### src/rtl/vga_timing_pkg.sv
// rtl/vga_timing_pkg.sv - 640x480@60 timing constants and lock state shared by VGA generator and receiver
package vga_timing_pkg;

    localparam int H_ACTIVE = 640;
    localparam int H_FRONT  = 16;
    localparam int H_SYNC   = 96;
    localparam int H_BACK   = 48;
    localparam int H_TOTAL  = H_SYNC + H_BACK + H_ACTIVE + H_FRONT;

    localparam int V_ACTIVE = 480;
    localparam int V_FRONT  = 10;
    localparam int V_SYNC   = 2;
    localparam int V_BACK   = 33;
    localparam int V_TOTAL  = V_SYNC + V_BACK + V_ACTIVE + V_FRONT;

    // Lines and pixels start with the sync pulse, so active video follows sync + back porch.
    localparam int H_ACTIVE_START = H_SYNC + H_BACK;
    localparam int V_ACTIVE_START = V_SYNC + V_BACK;

    localparam int LOCK_FRAMES = 2;

    typedef enum logic [1:0] {
        LOCK_SEARCH,
        LOCK_VERIFY,
        LOCK_LOCKED
    } lock_state_t;

endpackage

### src/rtl/vga_timing_receiver_if.sv
// rtl/vga_timing_receiver_if.sv - VGA link input and captured pixel stream bundle
interface vga_timing_receiver_if;

    logic        h_sync;
    logic        v_sync;
    logic [7:0]  red_in;
    logic [7:0]  green_in;
    logic [7:0]  blue_in;

    logic        pixel_valid;
    logic [9:0]  pixel_x;
    logic [9:0]  pixel_y;
    logic [7:0]  red;
    logic [7:0]  green;
    logic [7:0]  blue;
    logic        frame_start;
    logic        locked;
    logic        sync_err;
    logic [11:0] line_len;
    logic [10:0] frame_lines;

    modport master (
        output h_sync, v_sync, red_in, green_in, blue_in,
        input  pixel_valid, pixel_x, pixel_y, red, green, blue,
        input  frame_start, locked, sync_err, line_len, frame_lines
    );

    modport slave (
        input  h_sync, v_sync, red_in, green_in, blue_in,
        output pixel_valid, pixel_x, pixel_y, red, green, blue,
        output frame_start, locked, sync_err, line_len, frame_lines
    );

endinterface

### src/rtl/vga_sync_edge.sv
// rtl/vga_sync_edge.sv - registers a sync input and flags its rising edge
module vga_sync_edge (
    input  logic clk,
    input  logic rst,
    input  logic sync_in,
    output logic rise
);

    logic sync_q;
    logic sync_d;

    always_ff @(posedge clk) begin
        if (rst) begin
            sync_q <= 1'b0;
            sync_d <= 1'b0;
        end else begin
            sync_q <= sync_in;
            sync_d <= sync_q;
        end
    end

    assign rise = sync_q & ~sync_d;

endmodule

### src/rtl/vga_timing_receiver.sv
// rtl/vga_timing_receiver.sv - measures VGA line/frame timing, locks, and emits active pixel coordinates
module vga_timing_receiver
    import vga_timing_pkg::*;
#(
    parameter int WIDTH          = H_ACTIVE,
    parameter int HEIGHT         = V_ACTIVE,
    parameter int H_TOTAL        = vga_timing_pkg::H_TOTAL,
    parameter int V_TOTAL        = vga_timing_pkg::V_TOTAL,
    parameter int H_ACTIVE_START = vga_timing_pkg::H_ACTIVE_START,
    parameter int V_ACTIVE_START = vga_timing_pkg::V_ACTIVE_START,
    parameter int LOCK_FRAMES    = vga_timing_pkg::LOCK_FRAMES
) (
    input logic                  clk,
    input logic                  rst,
    vga_timing_receiver_if.slave vif
);

    localparam logic [11:0] HT = 12'(H_TOTAL);
    localparam logic [10:0] VT = 11'(V_TOTAL);
    localparam logic [11:0] HS = 12'(H_ACTIVE_START);
    localparam logic [11:0] HE = 12'(H_ACTIVE_START + WIDTH);
    localparam logic [10:0] VS = 11'(V_ACTIVE_START);
    localparam logic [10:0] VE = 11'(V_ACTIVE_START + HEIGHT);
    localparam logic [3:0]  LF = 4'(LOCK_FRAMES);

    logic        h_rise, v_rise;
    logic [7:0]  red_d, green_d, blue_d;
    logic [11:0] h_pos, h_inc, h_cur;
    logic [10:0] v_line, v_inc, v_cur;
    logic        v_pend, pend_eff, frame_end, mismatch, active, valid_nx;
    logic [9:0]  x_off, y_off;
    lock_state_t state, state_nx;
    logic [3:0]  good_cnt, good_nx;

    logic        pixel_valid_q, frame_start_q, locked_q, sync_err_q;
    logic [9:0]  pixel_x_q, pixel_y_q;
    logic [7:0]  red_q, green_q, blue_q;
    logic [11:0] line_len_q;
    logic [10:0] frame_lines_q;

    vga_sync_edge u_h_edge (.clk(clk), .rst(rst), .sync_in(vif.h_sync), .rise(h_rise));
    vga_sync_edge u_v_edge (.clk(clk), .rst(rst), .sync_in(vif.v_sync), .rise(v_rise));

    always_ff @(posedge clk) begin
        if (rst) begin
            red_d   <= '0;
            green_d <= '0;
            blue_d  <= '0;
        end else begin
            red_d   <= vif.red_in;
            green_d <= vif.green_in;
            blue_d  <= vif.blue_in;
        end
    end

    // h_cur/v_cur are the position of the sample currently in the input register.
    always_comb begin
        h_inc     = (h_pos == 12'hfff) ? h_pos : h_pos + 12'd1;
        h_cur     = h_rise ? 12'd0 : h_inc;
        v_inc     = (v_line == 11'h7ff) ? v_line : v_line + 11'd1;
        pend_eff  = v_pend | v_rise;
        frame_end = h_rise & pend_eff;
        v_cur     = h_rise ? (pend_eff ? 11'd0 : v_inc) : v_line;
        // The timeout fires once: h_pos only passes through H_TOTAL on its way to saturation.
        mismatch  = (h_rise & (h_inc != HT)) | (~h_rise & (h_inc == HT))
                  | (frame_end & (v_inc != VT));
        active    = (h_cur >= HS) && (h_cur < HE) && (v_cur >= VS) && (v_cur < VE);
        x_off     = 10'(h_cur - HS);
        y_off     = 10'(v_cur - VS);
    end

    always_comb begin
        state_nx = state;
        good_nx  = good_cnt;
        case (state)
            LOCK_SEARCH: begin
                if (frame_end) begin
                    state_nx = LOCK_VERIFY;
                    good_nx  = 4'd0;
                end
            end
            LOCK_VERIFY: begin
                if (mismatch) begin
                    state_nx = LOCK_SEARCH;
                end else if (frame_end) begin
                    good_nx = good_cnt + 4'd1;
                    if (good_cnt + 4'd1 == LF) begin
                        state_nx = LOCK_LOCKED;
                    end
                end
            end
            LOCK_LOCKED: begin
                if (mismatch) begin
                    state_nx = LOCK_SEARCH;
                end
            end
            default: state_nx = LOCK_SEARCH;
        endcase
        valid_nx = active && (state_nx == LOCK_LOCKED);
    end

    always_ff @(posedge clk) begin
        if (rst) begin
            state    <= LOCK_SEARCH;
            good_cnt <= '0;
        end else begin
            state    <= state_nx;
            good_cnt <= good_nx;
        end
    end

    always_ff @(posedge clk) begin
        if (rst) begin
            h_pos         <= '0;
            v_line        <= '0;
            v_pend        <= 1'b0;
            line_len_q    <= '0;
            frame_lines_q <= '0;
            pixel_valid_q <= 1'b0;
            pixel_x_q     <= '0;
            pixel_y_q     <= '0;
            red_q         <= '0;
            green_q       <= '0;
            blue_q        <= '0;
            frame_start_q <= 1'b0;
            locked_q      <= 1'b0;
            sync_err_q    <= 1'b0;
        end else begin
            h_pos  <= h_cur;
            v_line <= v_cur;
            v_pend <= pend_eff & ~h_rise;
            if (h_rise) begin
                line_len_q <= h_inc;
            end
            if (frame_end) begin
                frame_lines_q <= v_inc;
            end
            pixel_valid_q <= valid_nx;
            pixel_x_q     <= valid_nx ? x_off : '0;
            pixel_y_q     <= valid_nx ? y_off : '0;
            red_q         <= valid_nx ? red_d : '0;
            green_q       <= valid_nx ? green_d : '0;
            blue_q        <= valid_nx ? blue_d : '0;
            frame_start_q <= valid_nx && (x_off == 10'd0) && (y_off == 10'd0);
            locked_q      <= (state_nx == LOCK_LOCKED);
            sync_err_q    <= mismatch;
        end
    end

    assign vif.pixel_valid = pixel_valid_q;
    assign vif.pixel_x     = pixel_x_q;
    assign vif.pixel_y     = pixel_y_q;
    assign vif.red         = red_q;
    assign vif.green       = green_q;
    assign vif.blue        = blue_q;
    assign vif.frame_start = frame_start_q;
    assign vif.locked      = locked_q;
    assign vif.sync_err    = sync_err_q;
    assign vif.line_len    = line_len_q;
    assign vif.frame_lines = frame_lines_q;

endmodule

### src/flat_wrapper.sv
// flat-port wrapper written by rule: the top's interface ports become plain ports
module vga_timing_receiver_flat import vga_timing_pkg::*;
#(
    parameter int WIDTH          = H_ACTIVE,
    parameter int HEIGHT         = V_ACTIVE,
    parameter int H_TOTAL        = vga_timing_pkg::H_TOTAL,
    parameter int V_TOTAL        = vga_timing_pkg::V_TOTAL,
    parameter int H_ACTIVE_START = vga_timing_pkg::H_ACTIVE_START,
    parameter int V_ACTIVE_START = vga_timing_pkg::V_ACTIVE_START,
    parameter int LOCK_FRAMES    = vga_timing_pkg::LOCK_FRAMES
)
  (clk, rst, vif_h_sync, vif_v_sync, vif_red_in, vif_green_in, vif_blue_in, vif_pixel_valid, vif_pixel_x, vif_pixel_y, vif_red, vif_green, vif_blue, vif_frame_start, vif_locked, vif_sync_err, vif_line_len, vif_frame_lines);
  vga_timing_receiver_if vif_i ();
  input logic clk;
  input logic rst;
  input wire logic [$bits(vif_i.h_sync)-1:0] vif_h_sync;
  input wire logic [$bits(vif_i.v_sync)-1:0] vif_v_sync;
  input wire logic [$bits(vif_i.red_in)-1:0] vif_red_in;
  input wire logic [$bits(vif_i.green_in)-1:0] vif_green_in;
  input wire logic [$bits(vif_i.blue_in)-1:0] vif_blue_in;
  output wire logic [$bits(vif_i.pixel_valid)-1:0] vif_pixel_valid;
  output wire logic [$bits(vif_i.pixel_x)-1:0] vif_pixel_x;
  output wire logic [$bits(vif_i.pixel_y)-1:0] vif_pixel_y;
  output wire logic [$bits(vif_i.red)-1:0] vif_red;
  output wire logic [$bits(vif_i.green)-1:0] vif_green;
  output wire logic [$bits(vif_i.blue)-1:0] vif_blue;
  output wire logic [$bits(vif_i.frame_start)-1:0] vif_frame_start;
  output wire logic [$bits(vif_i.locked)-1:0] vif_locked;
  output wire logic [$bits(vif_i.sync_err)-1:0] vif_sync_err;
  output wire logic [$bits(vif_i.line_len)-1:0] vif_line_len;
  output wire logic [$bits(vif_i.frame_lines)-1:0] vif_frame_lines;
  assign vif_i.h_sync = vif_h_sync;
  assign vif_i.v_sync = vif_v_sync;
  assign vif_i.red_in = vif_red_in;
  assign vif_i.green_in = vif_green_in;
  assign vif_i.blue_in = vif_blue_in;
  assign vif_pixel_valid = vif_i.pixel_valid;
  assign vif_pixel_x = vif_i.pixel_x;
  assign vif_pixel_y = vif_i.pixel_y;
  assign vif_red = vif_i.red;
  assign vif_green = vif_i.green;
  assign vif_blue = vif_i.blue;
  assign vif_frame_start = vif_i.frame_start;
  assign vif_locked = vif_i.locked;
  assign vif_sync_err = vif_i.sync_err;
  assign vif_line_len = vif_i.line_len;
  assign vif_frame_lines = vif_i.frame_lines;
  vga_timing_receiver #(.WIDTH(WIDTH), .HEIGHT(HEIGHT), .H_TOTAL(H_TOTAL), .V_TOTAL(V_TOTAL), .H_ACTIVE_START(H_ACTIVE_START), .V_ACTIVE_START(V_ACTIVE_START), .LOCK_FRAMES(LOCK_FRAMES)) u_core (.clk(clk), .rst(rst), .vif(vif_i));
endmodule
### config.mk
export PLATFORM = sky130hd
export DESIGN_NAME = vga_timing_receiver_flat
export DESIGN_NICKNAME = d
export VERILOG_FILES = /design/src/rtl/vga_timing_pkg.sv /design/src/rtl/vga_timing_receiver_if.sv /design/src/rtl/vga_sync_edge.sv /design/src/rtl/vga_timing_receiver.sv /design/src/flat_wrapper.sv
export SDC_FILE = /design/constraint.sdc
export NUM_CORES = 1
export LEC_CHECK = 0
export CORE_MARGIN = 4
export CORE_UTILIZATION = 56
export DETAILED_ROUTE_END_ITERATION = 7
export HOLD_SLACK_MARGIN = 0.02
export PLACE_DENSITY = 0.85
export SLEW_MARGIN = 20
export SYNTH_ARGS = -nofsm -noshare
export SYNTH_HDL_FRONTEND = slang
export SYNTH_HIERARCHICAL = 1
export SYNTH_SLANG_ARGS = --single-unit
### constraint.sdc
create_clock -name clk -period 6.06 [get_ports clk]
set_input_delay 1.212 -clock clk [delete_from_list [all_inputs] [get_ports clk]]
set_output_delay 1.212 -clock clk [all_outputs]
set_load 0.02 [all_outputs]
run_1/clock_wires.png
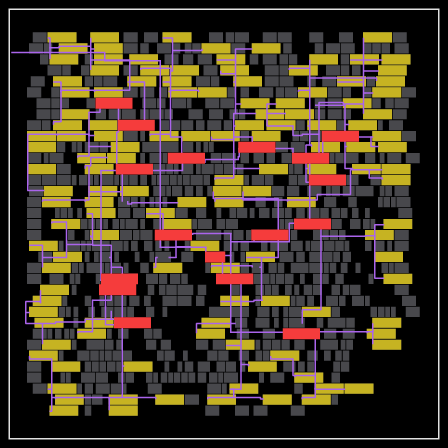
legend:
  yellow:
    item: flip-flops
    count: 129
  purple:
    item: clock wires
    length: 1470 um
  red:
    item: clock-net drivers
    count: 17
flops lie: spread over the die
routed clock nets: 18
Final Skew: 0.0169 ns
Clk Latency, worst-skew pair: 0.51 ns
clock share of power: 49.0%
clock network power: 0.922 mW

run_1/layers.png
Scale bar: 20 um.
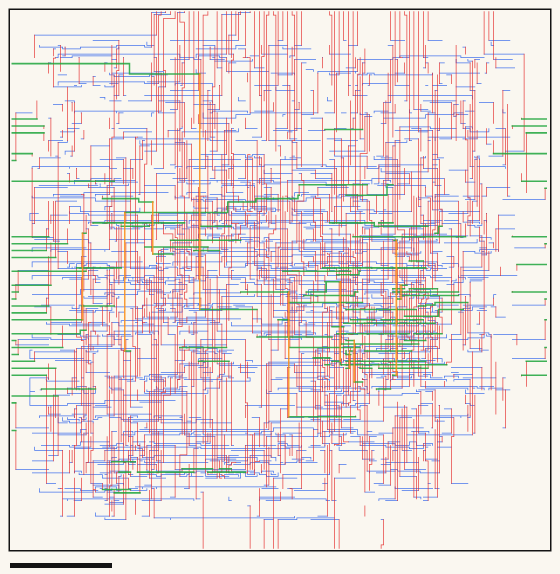
legend:
  orange:
    layer: M4
    wire_length: 182 um
  blue:
    layer: M1
    wire_length: 5720 um
  red:
    layer: M2
    wire_length: 6890 um
  green:
    layer: M3
    wire_length: 918 um

run_1/util_map.png
The die is cut into 11 by 11 equal tiles; dark blue is low, red is high, 0 to 100% covered.
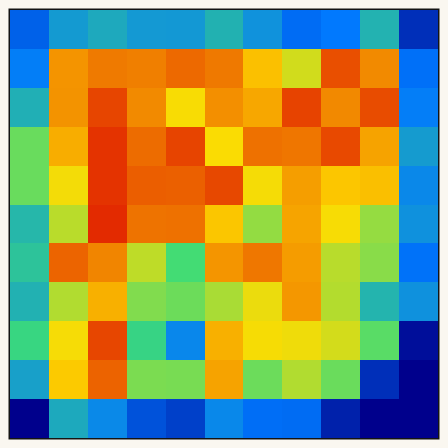
fullest tile: 95%
mean over tiles: 60%
tiles over 75% full: 40%
emptiest ninth of the die: lower right
nearly empty tiles: 3.3%
final standard cell utilization of the core: 74.0%
area of the placeable core: 9280 um^2
Initial Util: 58.0%

==> run 1: area by class of cell <==
type | count | area, um^2
clock buffer | 17 | 414
clock inverter | 15 | 124
fill | 705 | 2410
inverter | 8 | 30.0
multi-input combinational | 418 | 2560
sequential | 129 | 2580
tap | 129 | 161
timing repair buffer | 101 | 998
==> run 1: cells in the final DEF, fill, tap and decap left out, types with 6 or more instances in the layout <==
cell type | netlist | layout
dfxtp_1 | 129 | 129
clkdlybuf4s50_1 | 0 | 97
nor2_1 | 83 | 83
a21oi_1 | 43 | 43
nor2b_1 | 34 | 34
and2_1 | 31 | 31
nand2_1 | 25 | 25
nand3_1 | 17 | 17
xnor2_1 | 17 | 17
clkbuf_16 | 0 | 16
and3_1 | 12 | 12
a31oi_1 | 11 | 11
o21ai_0 | 11 | 11
a211oi_1 | 11 | 11
nand4_1 | 9 | 9
nor3_1 | 9 | 9
nand2b_1 | 8 | 8
ha_1 | 8 | 8
inv_1 | 7 | 7
and4_1 | 7 | 7
inv_6 | 0 | 6
mux2i_1 | 6 | 6
==> run 1: routing by layer <==
metal	GRT usage (%)	share of wire (%)	vias to the layer above	routed length, um
met2	41.4	50	192	6890
met3	5.59	6.7	22	918
li1	-	-	2242	-
met1	32.0	42	2145	5720
met4	7.68	1.3	0	181
met5	0	0	-	0
==> run 1: stage by stage <==
| stage | power [mW] | worst slack, ns | area [um^2] | cells | utilization, % |
|---|---|---|---|---|---|
| finish | 1.88 | 1.92 | 6870 | 817 | 74.0 |
| global route | 1.94 | 1.63 | 6870 | 817 | 74.0 |
| CTS | 1.89 | 1.95 | 6870 | 817 | 74.0 |
| detailed placement | 0.975 | 1.97 | 6340 | 785 | 68.2 |
| global placement | 0.971 | 2.13 | 6340 | 785 | 68.2 |
| floorplan | 0.938 | 2.74 | 5390 | 599 | - |
==> impl_metrics.json, run 1 <==
{
  "run_status": "complete, no violations",
  "number_of_antenna_violations_at_the_first_check_in_global_routing": 0,
  "sw_frac_of_total_pct": 24.6,
  "synth_cell_type_count": 65,
  "switchingPower_mw": 0.462,
  "rr_endpoint": "u_core/vif.frame_start",
  "openroad.warnings": 29,
  "num_antenna_cells": 0,
  "postCtsSetupRepairBufs": 0,
  "cts_resized": 0,
  "async_reset_ff_share_pct": 0,
  "crit_path_start": "u_core/h_pos[0]",
  "grt_usage_pct": 24.8,
  "simple_gate_area_share_pct": 25.9,
  "die_area_um2": 11300,
  "drt_first_pass_iters": 5,
  "drt-initial-drc-count": 421,
  "crit_path_top_delay_cell": "or4_1",
  "setup_violations": 0,
  "post_synth.cell_area_avg_um2": 8.99,
  "timing.critical_path.slowest_cell_delay_ns": 0.58,
  "power_share_of_the_combinational_group_pct": 4.6,
  "cts_num_sinks": 129,
  "ant_nets": 0,
  "largest_net_degree_at_the_start_of_global_routing": 73,
  "detail_route.vias_per_cell": 5.63,
  "first_pass_grt_wire_length_um": 22300,
  "slew_headroom_pct": 30.9,
  "timing.final.crit_share_pct": 68.3,
  "final.min_clock_period_ns": 4.14,
  "power_leader": "the clock network",
  "die-width_um": 106,
  "power_combinational_mw": 0.0856,
  "timing.rr.start": "u_core/h_pos[0]",
  "synth.cellmix.adderShare_pct": 1.86,
  "critPathArrivalTime_ns": 4.59,
  "synth.yosys.seq_area_share_pct": 47.9,
  "min_delay_path_depth": 1,
  "die_height_um": 106,
  "nNetsFinal": 711,
  "worst_ep_required_time_ns": 6.51,
  "worst_slew_pin_slew_ns": 1.01,
  "cts.path.max_buffers": 2,
  "cts_inserted_buffers": 17,
  "worst_hold_path.endpoint": "u_core/vif.blue[4]",
  "synth-seq-cells": 129,
  "htreeDepth": 4,
  "pwr-share-seq_pct": 46.4,
  "timing.final.hold_violations": 0,
  "synth.cellmix.xorXnorShare_pct": 3.58,
  "wire_per_inst_um": 16.8,
  "reg2reg_slack_ns": 1.92,
  "detail_route.drc_violations": 0,
  "top_cell": "dfxtp_1",
  "yosys_cells": 599,
  "ys_top_cells_by_area": "dfxtp_1 48%, nor2_1 5.8%, a21oi_1 4.0%, nor2b_1 3.9%, and2_1 3.6%",
  "timing.fmax_ghz": 0.242,
  "rsz_0062_raised_after_global_routing": "no",
  "synth.top_cell.area_share_pct": 47.9,
  "timing.critical_path.to_type": "flop",
  "timing.critical_path.to": "u_core/vif.frame_start",
  "numPortBuffers": 98,
  "seq_cell_power_mw": 0.872,
  "grt_pass1_vias": 4421,
  "synth.yosys.warnings": 6,
  "critical_path_cell_count": 10,
  "final.hold.worst_slack_ns": 0.424,
  "synthTopLogicFamily": "simple AND/OR/NAND/NOR gates",
  "power_density_nw_per_um2": 273,
  "synthDominantAreaCellType": "dfxtp_1"
}
## Run 2: what changed since run 1
--- a/config.mk
+++ b/config.mk
@@ -6,10 +6,10 @@
 export NUM_CORES = 1
 export LEC_CHECK = 0
 export CORE_MARGIN = 4
-export CORE_UTILIZATION = 56
+export CORE_UTILIZATION = 47
 export DETAILED_ROUTE_END_ITERATION = 7
 export HOLD_SLACK_MARGIN = 0.02
-export PLACE_DENSITY = 0.85
+export PLACE_DENSITY = 0.76
 export SLEW_MARGIN = 20
 export SYNTH_ARGS = -nofsm -noshare
 export SYNTH_HDL_FRONTEND = slang
==> constraint.sdc (replaced) <==
create_clock -name clk -period 3.6 [get_ports clk]
set_input_delay 0.72 -clock clk [delete_from_list [all_inputs] [get_ports clk]]
set_output_delay 0.72 -clock clk [all_outputs]
set_load 0.02 [all_outputs]
run_2/clock_wires.png
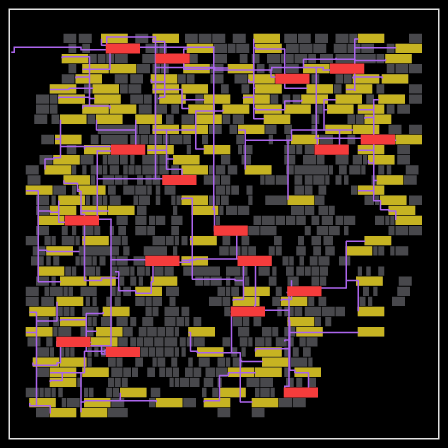
clock share of power: 50.9%
Clk Latency, worst-skew pair: 0.42 ns
clock network power: 1.68 mW

==> run 2 against run 1 <==
Against the previous run:
- worst setup slack got worse by 1.7 ns
- register-to-register slack got worse by 1.7 ns
- die area increased by 18%
- maximum frequency increased by 23%
- routed wire length decreased by 1.3%
- sequential power increased by 69%
- critical path depth increased by 1
- utilization decreased by 9.7 points
- count of clock-buffer cells in the layout increased by 3
- synthesized cell count unchanged
- highest routed layer unchanged
==> impl_metrics.json, run 2 <==
{
  "final.min_clock_period_ns": 3.37,
  "ant_nets": 0,
  "postCtsSetupRepairBufs": 0,
  "synth-edff-count": 0,
  "top_cell": "dfxtp_1",
  "mostFrequentLayoutCells": "128 x dfxtp_1, 97 x clkdlybuf4s50_1, 82 x nor2_1, 43 x a21oi_1, 34 x nor2b_1",
  "post_synth.cell_area_avg_um2": 8.99,
  "stdcell_area_um2": 7100,
  "synth.yosys.seq_area_share_pct": 47.9,
  "skew_ns": 0.00966,
  "setup_violations": 0,
  "common_cells": "129 x dfxtp_1, 83 x nor2_1, 43 x a21oi_1",
  "power_density_nw_per_um2": 465,
  "largest_net_degree_at_the_start_of_global_routing": 43,
  "openroad.warnings": 29,
  "fillerInstances": 907,
  "die-width_um": 115,
  "rsz_0062_raised_after_global_routing": "no",
  "run_status": "complete, no violations",
  "worst_slew_pin_slew_ns": 0.679,
  "crit_path_top_delay_cell": "or4_1",
  "wire_per_inst_um": 16.0,
  "stdcell_count": 844,
  "timing.fmax_ghz": 0.296,
  "timing.critical_path.to_type": "flop",
  "seq_cell_power_mw": 1.47,
  "synth-seq-cells": 129,
  "timing.final.hold_violations": 0,
  "die_area_um2": 13200,
  "synthDominantAreaCellType": "dfxtp_1",
  "count_of_placed_standard_cells_including_taps": 813,
  "synth_cell_type_count": 65,
  "grt_usage_pct": 20.6,
  "nNetsFinal": 728,
  "cts_hold_repair.buffers": 0,
  "drv_cap": 0,
  "cts_num_sinks": 129,
  "cts.path.max_buffers": 2,
  "power_leader": "the clock network",
  "power_combinational_mw": 0.152,
  "grt_pass1_vias": 4429,
  "timing.final.crit_share_pct": 93.7,
  "power_share_of_the_combinational_group_pct": 4.6,
  "cts_inserted_buffers": 17,
  "yosys_cells": 599,
  "ys_top_cells_by_area": "dfxtp_1 48%, nor2_1 5.8%, a21oi_1 4.0%, nor2b_1 3.9%, and2_1 3.6%",
  "detail_route.vias_per_cell": 5.39,
  "gpl.final_weighted_congestion": 0.833,
  "placement.cell_area_um2": 6490,
  "num_antenna_cells": 0,
  "logic_area_um2": 2590,
  "drt_first_pass_iters": 4,
  "first_pass_grt_wire_length_um": 21700,
  "drt-initial-drc-count": 270,
  "async_reset_ff_share_pct": 0,
  "number_of_antenna_violations_at_the_first_check_in_global_routing": 0,
  "worst_ep_required_time_ns": 3.96,
  "switchingPower_mw": 0.697,
  "floorplan.core_area_um2": 11000,
  "slew_headroom_pct": 54.3,
  "critPathArrivalTime_ns": 3.73,
  "pwr-share-seq_pct": 44.5,
  "die_height_um": 115,
  "htreeDepth": 4,
  "timing.critical_path.slowest_cell_delay_ns": 0.56,
  "lay_top_count": "dfxtp_1",
  "numPortBuffers": 98,
  "setup_total_negative_slack_ns": 0,
  "detail_route.drc_violations": 0,
  "cts_resized": 0,
  "synth.top_cell.area_share_pct": 47.9,
  "sw_frac_of_total_pct": 21.1,
  "ff_latch_area_um2": 2580,
  "synth.yosys.warnings": 6,
  "core_util_floorplan_pct": 48.8
}
-- run 2: path summary, 6_finish.rpt --
| path | to | cells after the start | start | slack (ns) |
|---|---|---|---|---|
| min reg2reg | u_core/vif.red[2] | 1 | u_core/red_d[2] | 0.42 |
| min | u_core/vif.red[2] | 1 | u_core/red_d[2] | 0.42 |
| max reg2reg | u_core/vif.green[1] | 11 | u_core/v_line[0] | 0.23 |
| max | u_core/vif.green[1] | 11 | u_core/v_line[0] | 0.23 |
-- run 2: kinds of logic after synthesis --
family | share of synthesized area [%]
xor+xnor | 3.58
buf+inv | 4.46
simple gates | 25.9
mux | 1.12
compound gates | 15.1
fa+ha+maj | 1.86
flops | 47.9
-- run 2: metal layers --
metal / global-route usage, % / routed length (um) / part of all wire (%)
met1: 27.1 / 6250 / 46
met2: 31.8 / 6260 / 46
met3: 5.95 / 734 / 5.4
met4: 8.37 / 279 / 2.1
met5: 0 / 0 / 0
-- run 2: area by class of cell --
class / count / area share (%)
clock inverter: 11 / 1.97
inverter: 8 / 0.423
multi-input combinational: 418 / 36.6
clock buffer: 20 / 6.15
tap: 140 / 2.47
sequential: 129 / 36.4
timing repair buffer: 118 / 16.0
-- run 2: through the flow --
| stage | worst slack [ns] | power (mW) | hold WS, ns | util, % |
|---|---|---|---|---|
| 2_1_floorplan | 0.276 | 1.58 | 0.406 | - |
| 3_3_place_gp | 0.164 | 1.64 | 0.408 | 58.8 |
| 3_5_place_dp | 0.0904 | 1.65 | 0.410 | 58.8 |
| 4_1_cts | 0.0616 | 3.33 | 0.422 | 64.1 |
| 5_1_grt | 0.00629 | 3.41 | 0.427 | 64.4 |
| 6_report | 0.227 | 3.30 | 0.421 | 64.4 |
Power figures rest on the tool's default switching activity, not on a simulated workload.
